Fig. 1: cells colored by class
(1.5 px per um)
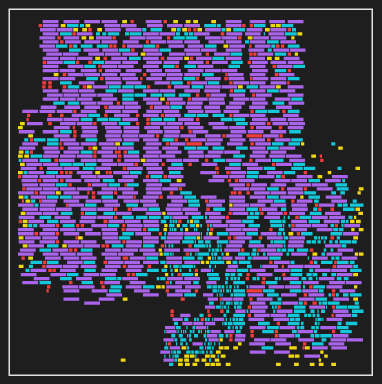
Fig. 2: routing congestion
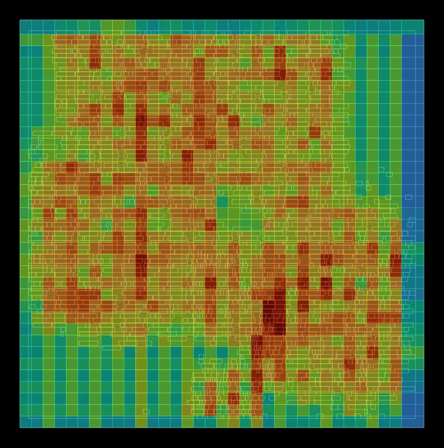
Fig. 3: signal wires on met1
(2 px per um)
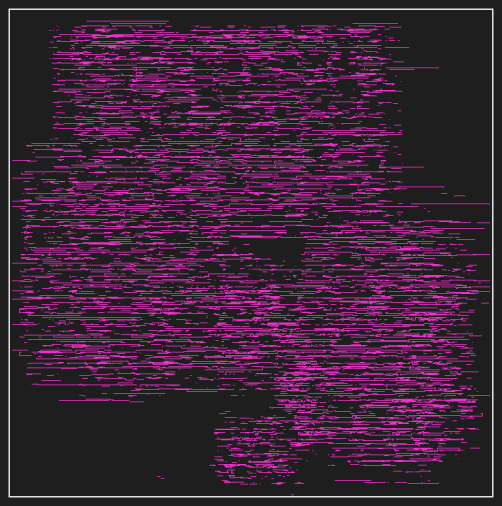
Fig. 4: sizing map
(1.5 px per um)
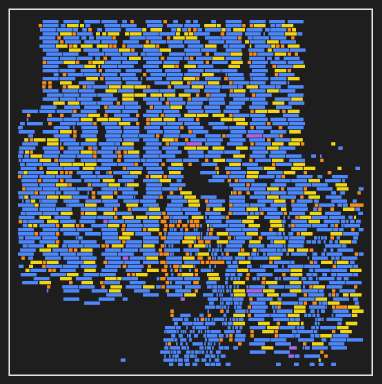
$ cat src/rtl/otter_bp_pkg.sv
// Shared helpers for the OTTER branch predictor: counter arithmetic,
// counter preset values, PC index/tag slicing and the entry layout.
package otter_bp_pkg;

  localparam int BP_MAX_XLEN = 64;
  localparam int BP_MAX_CTR  = 4;
  localparam int BP_MAX_TAG  = 62;

  // Entry layout at the widest legal configuration; the top keeps the
  // same fields in per-field arrays sized to its own parameters.
  typedef struct packed {
    logic                   vld;
    logic [BP_MAX_TAG-1:0]  tag;
    logic [BP_MAX_XLEN-1:0] target;
    logic [BP_MAX_CTR-1:0]  ctr;
  } btb_entry_t;

  // Saturating up/down step of a bits-wide counter held in 32 bits.
  function automatic logic [31:0] ctr_next(input logic [31:0] ctr, input logic taken,
                                           input int bits);
    logic [31:0] maxv;
    maxv = (bits >= 32) ? '1 : ((32'd1 << bits) - 32'd1);
    if (taken) return (ctr == maxv) ? ctr : ctr + 32'd1;
    else       return (ctr == 32'd0) ? ctr : ctr - 32'd1;
  endfunction

  // Weakly taken: MSB set, all other bits clear.
  function automatic logic [31:0] CTR_WEAK_T(input int bits);
    return 32'd1 << (bits - 1);
  endfunction

  // Strongly taken: all ones.
  function automatic logic [31:0] CTR_STRONG_T(input int bits);
    return (32'd1 << bits) - 32'd1;
  endfunction

  // Entry index: PC[2+idx_w-1:2].
  function automatic logic [7:0] pc_idx(input logic [BP_MAX_XLEN-1:0] pc, input int idx_w);
    return 8'((pc >> 2) & ((64'd1 << idx_w) - 64'd1));
  endfunction

  // Tag: PC[2+idx_w+tag_bits-1:2+idx_w].
  function automatic logic [BP_MAX_XLEN-1:0] pc_tag(input logic [BP_MAX_XLEN-1:0] pc,
                                                     input int idx_w, input int tag_bits);
    return (pc >> (2 + idx_w)) & ((64'd1 << tag_bits) - 64'd1);
  endfunction

endpackage

$ cat src/rtl/otter_btb_sat_ctr.sv
// Generic saturating counter next-state: steps up or down by one when
// enabled, clamping at zero and at all-ones.
module otter_btb_sat_ctr
  import otter_bp_pkg::*;
#(
  parameter int W = 2
) (
  input  logic [W-1:0] cnt,
  input  logic         en,
  input  logic         up,
  output logic [W-1:0] cnt_nxt
);

  assign cnt_nxt = en ? W'(ctr_next(32'(cnt), up, W)) : cnt;

endmodule

$ cat src/rtl/otter_btb_predictor.sv
// Direct-mapped BTB with per-entry direction counters. Fetch lookup is
// combinational off the registered arrays; decode writes resolved
// outcomes through a single update port.
module otter_btb_predictor
  import otter_bp_pkg::*;
#(
  parameter int ENTRIES  = 16,
  parameter int TAG_BITS = 8,
  parameter int XLEN     = 32,
  parameter int CTR_BITS = 2,
  parameter int STAT_W   = 16
) (
  input  logic              CLK,
  input  logic              RST,
  input  logic [XLEN-1:0]   FETCH_PC,
  output logic              PRED_HIT,
  output logic              PRED_TAKEN,
  output logic [XLEN-1:0]   PRED_TARGET,
  input  logic              UPD_VALID,
  input  logic [XLEN-1:0]   UPD_PC,
  input  logic              UPD_IS_JUMP,
  input  logic              UPD_TAKEN,
  input  logic [XLEN-1:0]   UPD_TARGET,
  input  logic              UPD_MISPRED,
  input  logic              FLUSH,
  output logic [STAT_W-1:0] STAT_MISPRED
);

  localparam int IDX_W = $clog2(ENTRIES);

  localparam logic [CTR_BITS-1:0] CTR_WEAK   = CTR_BITS'(CTR_WEAK_T(CTR_BITS));
  localparam logic [CTR_BITS-1:0] CTR_STRONG = CTR_BITS'(CTR_STRONG_T(CTR_BITS));

  logic [ENTRIES-1:0]  vld;
  logic [TAG_BITS-1:0] tag_q    [ENTRIES];
  logic [XLEN-1:0]     target_q [ENTRIES];
  logic [CTR_BITS-1:0] ctr_q    [ENTRIES];
  logic [STAT_W-1:0]   stat_q;

  logic [BP_MAX_XLEN-1:0] fpc_x, upc_x;
  logic [IDX_W-1:0]       f_idx, u_idx;
  logic [TAG_BITS-1:0]    f_tag, u_tag;
  logic                   f_hit, u_hit;
  logic [CTR_BITS-1:0]    ctr_step;
  logic [STAT_W-1:0]      stat_nxt;

  assign fpc_x = BP_MAX_XLEN'(FETCH_PC);
  assign upc_x = BP_MAX_XLEN'(UPD_PC);
  assign f_idx = IDX_W'(pc_idx(fpc_x, IDX_W));
  assign u_idx = IDX_W'(pc_idx(upc_x, IDX_W));
  assign f_tag = TAG_BITS'(pc_tag(fpc_x, IDX_W, TAG_BITS));
  assign u_tag = TAG_BITS'(pc_tag(upc_x, IDX_W, TAG_BITS));

  // Lookup sees pre-edge state only; no bypass from the update port.
  assign f_hit       = vld[f_idx] && (tag_q[f_idx] == f_tag);
  assign PRED_HIT    = f_hit;
  assign PRED_TAKEN  = f_hit && ctr_q[f_idx][CTR_BITS-1];
  assign PRED_TARGET = f_hit ? target_q[f_idx] : '0;

  assign u_hit = vld[u_idx] && (tag_q[u_idx] == u_tag);

  otter_btb_sat_ctr #(.W(CTR_BITS)) u_dir_ctr (
    .cnt     (ctr_q[u_idx]),
    .en      (1'b1),
    .up      (UPD_TAKEN),
    .cnt_nxt (ctr_step)
  );

  otter_btb_sat_ctr #(.W(STAT_W)) u_stat_ctr (
    .cnt     (stat_q),
    .en      (UPD_VALID & UPD_MISPRED),
    .up      (1'b1),
    .cnt_nxt (stat_nxt)
  );

  // Entry write port: reset/flush clear valid bits and drop the update;
  // data arrays are never reset since valid masks them.
  always_ff @(posedge CLK) begin
    if (RST || FLUSH) begin
      vld <= '0;
    end else if (UPD_VALID) begin
      if (u_hit) begin
        if (UPD_IS_JUMP) begin
          ctr_q[u_idx]    <= CTR_STRONG;
          target_q[u_idx] <= UPD_TARGET;
        end else begin
          ctr_q[u_idx] <= ctr_step;
          if (UPD_TAKEN) target_q[u_idx] <= UPD_TARGET;
        end
      end else if (UPD_TAKEN) begin
        vld[u_idx]      <= 1'b1;
        tag_q[u_idx]    <= u_tag;
        target_q[u_idx] <= UPD_TARGET;
        ctr_q[u_idx]    <= UPD_IS_JUMP ? CTR_STRONG : CTR_WEAK;
      end
    end
  end

  // Mispredict statistics survive flush; only reset clears them.
  always_ff @(posedge CLK) begin
    if (RST) stat_q <= '0;
    else     stat_q <= stat_nxt;
  end

  assign STAT_MISPRED = stat_q;

endmodule

$ cat config.mk
export PLATFORM = sky130hd
export DESIGN_NAME = otter_btb_predictor
export DESIGN_NICKNAME = d
export VERILOG_FILES = /design/src/rtl/otter_bp_pkg.sv /design/src/rtl/otter_btb_sat_ctr.sv /design/src/rtl/otter_btb_predictor.sv
export SDC_FILE = /design/constraint.sdc
export NUM_CORES = 1
export LEC_CHECK = 0
export ABC_CLOCK_PERIOD_IN_PS = 11670
export CORE_AREA = 5 5 236 238
export CTS_BUF_LIST = sky130_fd_sc_hd__clkbuf_4
export DETAILED_ROUTE_END_ITERATION = 16
export DIE_AREA = 0 0 241 243
export GPL_TIMING_DRIVEN = 1
export HOLD_SLACK_MARGIN = 0.15
export PLACE_DENSITY = 0.79
export SLEW_MARGIN = 20
export SYNTH_ARGS = -nofsm -noshare
export SYNTH_HDL_FRONTEND = slang
export SYNTH_SLANG_ARGS = --single-unit
export TNS_END_PERCENT = 100
$ cat constraint.sdc
create_clock -name CLK -period 11.67 [get_ports CLK]
set_clock_uncertainty 0.15 [all_clocks]
set_input_delay 2.334 -clock CLK [delete_from_list [all_inputs] [get_ports CLK]]
set_output_delay 2.334 -clock CLK [all_outputs]
set_load 0.1 [all_outputs]
==> flow_summary.toml <==
# synthesis and place-and-route metrics
[job]
warning_count = 66
maxCapViolations = 0

[grt]
grt_pass1_wl_um = 98100
grt_overflow = 0
antenna_found_initial = 6
first_global_vias = 16100
grt_max_degree = 77

[hold_path]
hold_class = "reg2reg"

[power]
power_uw = 5000
ir_drop_mv = 0.119
leakage_uw = 0.0106
powerDensity_nw_per_um2 = 151

[sta]
fmax_mhz = 107
slew_headroom_pct = 32.3
maxSlewViolCount = 0
tightest_slew_ps = 1010
rsz0062_at_grt = "false"
finalSetupTns_ps = 0
hold_viol_final = 0
finalSetupViolCount = 0
period_minus_slack_ps = 9350
finalCritPeriodShare_pct = 80.1
hold_slack_ps = 342

[finish]
area_delta_synth_final_pct = 13.9
layout.nets = 1716
layout-drive-gt1-share_pct = 34.5
combGateArea_sq_um = 7930
fillers = 3688
post-route-cell-area_sq_um = 33100
seq_area_sq_um = 20800

[synthesis]
synthesis.area_sq_um = 29100
postSynthSeqShare_pct = 71.6
synth_area_leader_cell = "edfxtp_1"
ys_area_sq_um = 29100
synth_cells = 1379
yosysUniqueCellTypes = 55
avgSynthCellArea_sq_um = 21.1
top_cell_area_share_pct = 69.4
yosys_cells = 1379
yosys_warnings = 0
synthFlopType = "edfxtp_1"
synth_flops = 704
async_flop_share_pct = 0
synth.net_count = 1483
ys_top_cells_by_area = "edfxtp_1, mux4_2, dfxtp_1"
synth-edff-count = 672

[worst_setup_path]
required_ps = 9190
r2r_slack_ps = 7840
critPathMaxFanout = 67
cp.arrival_ps = 6870
start_kind = "primary input"
endpoint_kind = "output pin"
critPathKind = "in2out"

[cts]
cts_hold_buf = 0
clock_sinks = 704
cts_tree = "yes"
clock_path_buffers = 3
clockRootBuffer = "clkbuf_4"
clk_pin_slew_ps = 60
ctsResizeCount = 0
h-tree-depth = 4
cts_setup_buffers = 0
cts_buffers = 170
clk_latency_ps = 960

[floorplan]
dieArea_sq_um = 58600
fp_util_pct = 54.4
core-area_sq_um = 53400
rows = 85
ios = 153
die_w_um = 241
die_h_um = 243

[drt]
ant_nets = 0
drt_wl_total_um = 65400
route.vias.total = 15200
first_pass_iters = 7
drc = 0
vias_per_cell = 6.28
drt_iter0_markers = 1616

[placed_design]
globalplace.congestion = 0.799
io_buffer_count = 112
dpl_cell_area_sq_um = 31000
dpl.hpwl_um = 35400

[status]
status = "finished clean"
About Fig. 1:
legend:
  registers:
    color: purple
    cells: 704
    share_of_their_area: 65%
  clock drivers and dummy loads:
    color: red
    cells: 284
    share_of_their_area: 6.5%
  remaining logic cells:
    color: cyan
    cells: 592
    share_of_their_area: 25%
  remaining buffers and delay cells:
    color: yellow
    cells: 144
    share_of_their_area: 4.2%

About Fig. 2:
Util after Layout: 62.0%
met3 Resource Use GR: 5.85%
met1 Resource Use GR: 30.7%
wire per inst: 27.0 um
total track usage: 22.8%

About Fig. 3:
longest straight run: 57.5 um
wire length on this layer: 24.9 mm
share of all routed wire: 38%
nets with wire on the layer: 1612
main direction: horizontal

About Fig. 4:
legend:
  x1 and smaller:
    color: blue
    cells: 1130
    share: 66%
  x3 and x4:
    color: orange
    cells: 299
    share: 17%
  x6 and larger:
    color: purple
    cells: 8
    share: 0.46%
  x2:
    color: yellow
    cells: 287
    share: 17%

[flip-flops by register name, indices dropped and copies added, names as in the netlist]
register and count:
target_q 512, tag_q 128, vld 16, ctr_q 32
STAT_MISPRED 16
[final timing paths]
kind / start / end / depth (start not counted)
min: vld[11] / vld[11] / 1
min reg2reg: vld[11] / vld[11] / 1
max reg2reg: tag_q[15][7] / ctr_q[10][1] / 8
max: FETCH_PC[3] / PRED_TARGET[5] / 11
[worst max-delay path: stages]
cell	delay, ps
buf_6	540
buf_4	740
mux4_2	350
mux2i_1	130
a211oi_1	270
a21oi_1	100
nor3_1	350
o2111ai_4	170
buf_4	370
nor2b_2	250
clkdlybuf4s50_1	1160
[layout by cell type, fill, tap and decap left out, types with 15 or more instances in the layout]
cell type        synthesis  layout
nand2_1                 26      26
mux4_2                 244     244
nor2b_2                 29      29
clkinv_1                 3      30
and3_1                  20      20
nor2_1                  51      35
nor2_4                   0      16
edfxtp_1               672     672
a21oi_1                 30      30
clkbuf_4                 0     242
dfxtp_1                 32      32
a32o_1                  16      16
xor2_1                  15      15
buf_4                    7      34
clkdlybuf4s50_1          0     106
mux2i_1                 32      32
[stage by stage]
step | cells | setup slack [ps] | util, %
finish | 2425 | 2320 | 62.0
global route | 2422 | 2160 | 62.0
CTS | 2420 | 2280 | 62.0
detailed placement | 2136 | 2280 | 58.1
global placement | 2136 | 2360 | 58.1
floorplan | 1379 | 3520 | -
[final cells by class]
| class | instances | share of cell area, % |
|---|---|---|
| sequential | 704 | 62.9 |
| clock buffer | 242 | 5.49 |
| antenna | 5 | 0.0378 |
| timing repair buffer | 144 | 4.08 |
| clock inverter | 42 | 0.828 |
| multi-input combinational | 582 | 23.9 |
| inverter | 10 | 0.113 |
| tap | 696 | 2.63 |
[Yosys cell counts, drive strengths merged (3+ instances only)]
library cell	count
a211oi	3
a21oi	31
a22oi	8
a32o	16
a41oi	3
and3	20
and4	4
buf	43
clkbuf	40
clkinv	3
dfxtp	32
edfxtp	672
inv	7
mux2	3
mux2i	32
mux4	244
nand2	26
nand2b	6
nand3	14
nand4	7
nor2	51
nor2b	40
nor3	12
nor4	3
o21ai	6
or3	6
xnor2	10
xor2	15
[logic make-up (layout without fill, tap and decap cells)]
logic type	after synthesis	after routing	share of synthesized area, %
fa+ha+maj	1	1	0.0430
mux	279	279	20.1
simple gates	193	193	3.72
compound gates	84	84	2.18
flops	704	704	71.6
xor+xnor	25	25	0.753
buf+inv	93	438	1.55
other cells	0	5	0
[where the power goes]
group / switching (uW) / total [uW] / internal [uW]
Combinational: 148 / 272 / 124
Clock: 931 / 1950 / 1020
Sequential: 3.37 / 2780 / 2770
Total: 1080 / 5000 / 3910
[routing by layer]
metal / share of wire (%) / GRT usage (%) / wire (um) / vias to the layer above
li1: - / - / - / 6416
met1: 38 / 30.7 / 24900 / 7852
met2: 50 / 36.6 / 33000 / 830
met3: 8.7 / 5.85 / 5720 / 121
met4: 2.8 / 8.26 / 1810 / 4
met5: 0.041 / 0 / 27 / -
Power is estimated from default activity; no workload was simulated.
